==> config.mk <==
export PLATFORM = sky130hd
export DESIGN_NAME = seq_priority_encoder
export DESIGN_NICKNAME = d
export VERILOG_FILES = /design/src/rtl/seq_priority_encoder.sv
export SDC_FILE = /design/constraint.sdc
export NUM_CORES = 1
export LEC_CHECK = 0
export CAP_MARGIN = 15
export CORE_UTILIZATION = 23
export CTS_BUF_LIST = sky130_fd_sc_hd__clkbuf_8
export DETAILED_ROUTE_END_ITERATION = 16
export PLACE_DENSITY = 0.56
export SLEW_MARGIN = 15
export SYNTH_ARGS = -nofsm -noshare
export SYNTH_HDL_FRONTEND = slang
export SYNTH_SLANG_ARGS = --single-unit
==> constraint.sdc <==
create_clock -name clk -period 1.8 [get_ports clk]
set_input_delay 0.36 -clock clk [delete_from_list [all_inputs] [get_ports clk]]
set_output_delay 0.36 -clock clk [all_outputs]
set_load 0.005 [all_outputs]
==> images/clocks.png <==
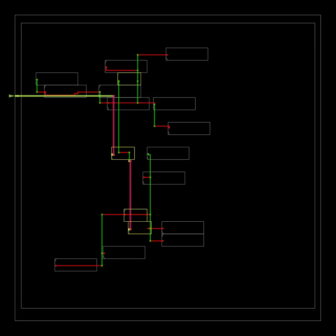
clk_skew: 0.000778 ns
clock sinks: 14
clock buffer count: 4
Num CTS Buffers: 3
Late-Pin Clk Latency: 0.24 ns

==> images/placement_by_type.png <==
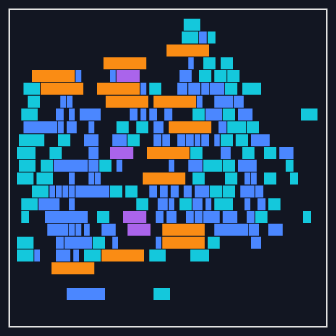
[flops] orange | cells: 14
[other buffers and delay cells] cyan | cells: 65
[clock drivers and dummy loads] purple | cells: 4
[combinational and other logic] blue | cells: 99
design area: 0.00169 mm^2
core box area: 0.00403 mm^2
Seq/total area: 20.8%
Row Count: 23
final core utilization: 41.9%

==> images/flops_by_reg.png <==
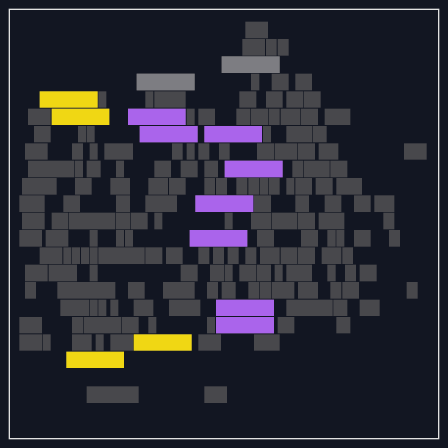
[`out_cnt`] yellow | sequential cells: 4
[`pend_q`] purple | sequential cells: 8
not colored: 2
seq pwr: 0.554 mW
FF/Latch Area: 350 um^2

==> impl_metrics.yaml <==
# generated from flow reports
sta:
  period_used_pct: 148
  finalHoldViolCount: 0
  layout_setup_ws_ns: -0.864
  worstMarginPinSlew_ns: 0.538
  setup_violations: 6
  grt_setup_unrepaired: "yes"
global_routing:
  grt_util_all_layers_pct: 14.8
  gr-total-overflow: 0
  grt_antenna_before_repair: 0
clocking:
  cts_setup_buffers: 7
  tritoncts: "built"
  cts_resized: 40
worst_hold_path:
  worstHoldPathType: "in -> async"
setup_path:
  crit_fanout: 2
  required_ns: 1.92
  end_kind: "flip-flop"
  reg2regPathDepth: 6
  rrSetupSlack_ns: 0.04
status:
  status: "complete, but fails checks"
  violations: "setup timing"
route:
  drt_iter0_drc: 32
  vias: 1080
  first_pass_iters: 4
logic_synthesis:
  aoi_share_pct: 23.3
  ys_seq_share_pct: 36.0
  synthTopLogicFamily: "AND-OR/OR-AND gates"
  ys_ff: 14
  mux_area_share_pct: 0
  syn_avg_cell_area_um2: 8.25
  ys_sh_simple_pct: 16.3
placement:
  io_buffers: 22
  gp_congestion: 0.781
pwr:
  power_density_mw_per_mm2: 1620
  cellLeakagePower_nw: 0.813
floorplan:
  io-pin-count: 23
  die_y_um: 67.1
finish:
  syn2layout_area_growth_pct: 73.4
  final_nets: 203
  combGateArea_um2: 614
job:
  cap_violations: 0
==> layout by cell type (no fill, tap or decap), drive strengths merged <==
| cell | netlist | final |
|---|---|---|
| a2111oi | 1 | 1 |
| ha | 4 | 4 |
| nor4 | 2 | 2 |
| inv | 16 | 16 |
| nor2 | 8 | 8 |
| maj3 | 1 | 1 |
| a21boi | 1 | 1 |
| nand4 | 1 | 1 |
| clkbuf | 4 | 4 |
| fa | 4 | 4 |
| o21ai | 19 | 19 |
| or4 | 1 | 1 |
| clkdlybuf4s50 | 0 | 15 |
| a21oi | 9 | 9 |
| o22ai | 2 | 2 |
| nand2 | 15 | 15 |
| dfrtp | 14 | 14 |
| buf | 1 | 50 |
| a31oi | 2 | 2 |
| o211ai | 1 | 1 |
| nor3 | 2 | 2 |
| o21a | 1 | 1 |
| o31a | 1 | 1 |
| nand4b | 1 | 1 |
| nor2b | 2 | 2 |
| a22o | 2 | 2 |
| xor2 | 2 | 2 |
| and3 | 1 | 1 |
==> routing by layer <==
metal / global-route usage [%] / vias to the layer above / wire length, um
met5: 0 / - / 0
met4: 6.91 / 0 / 61
met3: 2.05 / 8 / 106
met2: 25.4 / 31 / 1420
met1: 17.9 / 511 / 1340
li1: - / 530 / -
==> critical path, stage by stage <==
cell	delay (ns)
buf_8	0.10
fa_1	0.54
inv_1	0.05
fa_1	0.49
fa_1	0.43
inv_2	0.08
ha_4	0.12
inv_2	0.04
fa_2	0.52
o21ai_2	0.06
==> power by group <==
group	switching, mW	internal, mW	total [mW]
Sequential	0.122	0.432	0.554
Combinational	0.804	1.07	1.88
Clock	0.109	0.194	0.302
==> cell type report <==
type	count	area share [%]
timing repair buffer	65	32.2
inverter	16	3.71
clock buffer	4	3.26
tap	50	3.71
sequential	14	20.8
multi-input combinational	83	36.4
==> cells by family (layout without fill, tap and decap cells) <==
logic type / after synthesis / after routing
and+or+nand+nor: 33 / 33
adders and majority gates: 9 / 9
buffers and inverters: 21 / 85
AOI/OAI and AO/OA: 39 / 39
DFF: 14 / 14
xor gates and xnor gates: 2 / 2
==> cell usage after synthesis, drive strengths merged <==
cell type | n | area [um^2]
o21a | 1 | 7.51
nand2 | 15 | 56.3
and3 | 1 | 6.26
a21boi | 1 | 7.51
ha | 4 | 50.1
a31oi | 2 | 12.5
o211ai | 1 | 7.51
or4 | 1 | 11.3
fa | 4 | 80.1
nor3 | 2 | 15.0
nor2 | 8 | 30.0
a2111oi | 1 | 8.76
a21oi | 9 | 48.8
nand4 | 1 | 6.26
nor4 | 2 | 12.5
buf | 1 | 5.00
maj3 | 1 | 10.0
nor2b | 2 | 12.5
clkbuf | 4 | 15.0
o22ai | 2 | 12.5
dfrtp | 14 | 350
nand4b | 1 | 8.76
xor2 | 2 | 17.5
inv | 16 | 60.1
o31a | 1 | 8.76
a22o | 2 | 17.5
o21ai | 19 | 95.1
==> per-stage QoR <==
step	util, %	cells	power (mW)	TNS [ns]
finish	41.9	232	2.73	-3.37
global route	41.9	232	2.95	-3.75
detailed placement	37.0	217	2.09	-6.34
floorplan	-	118	1.22	-2.92
global placement	37.0	217	2.06	-5.99
CTS	39.7	228	2.54	-3.50
Power and IR drop assume default switching activity.
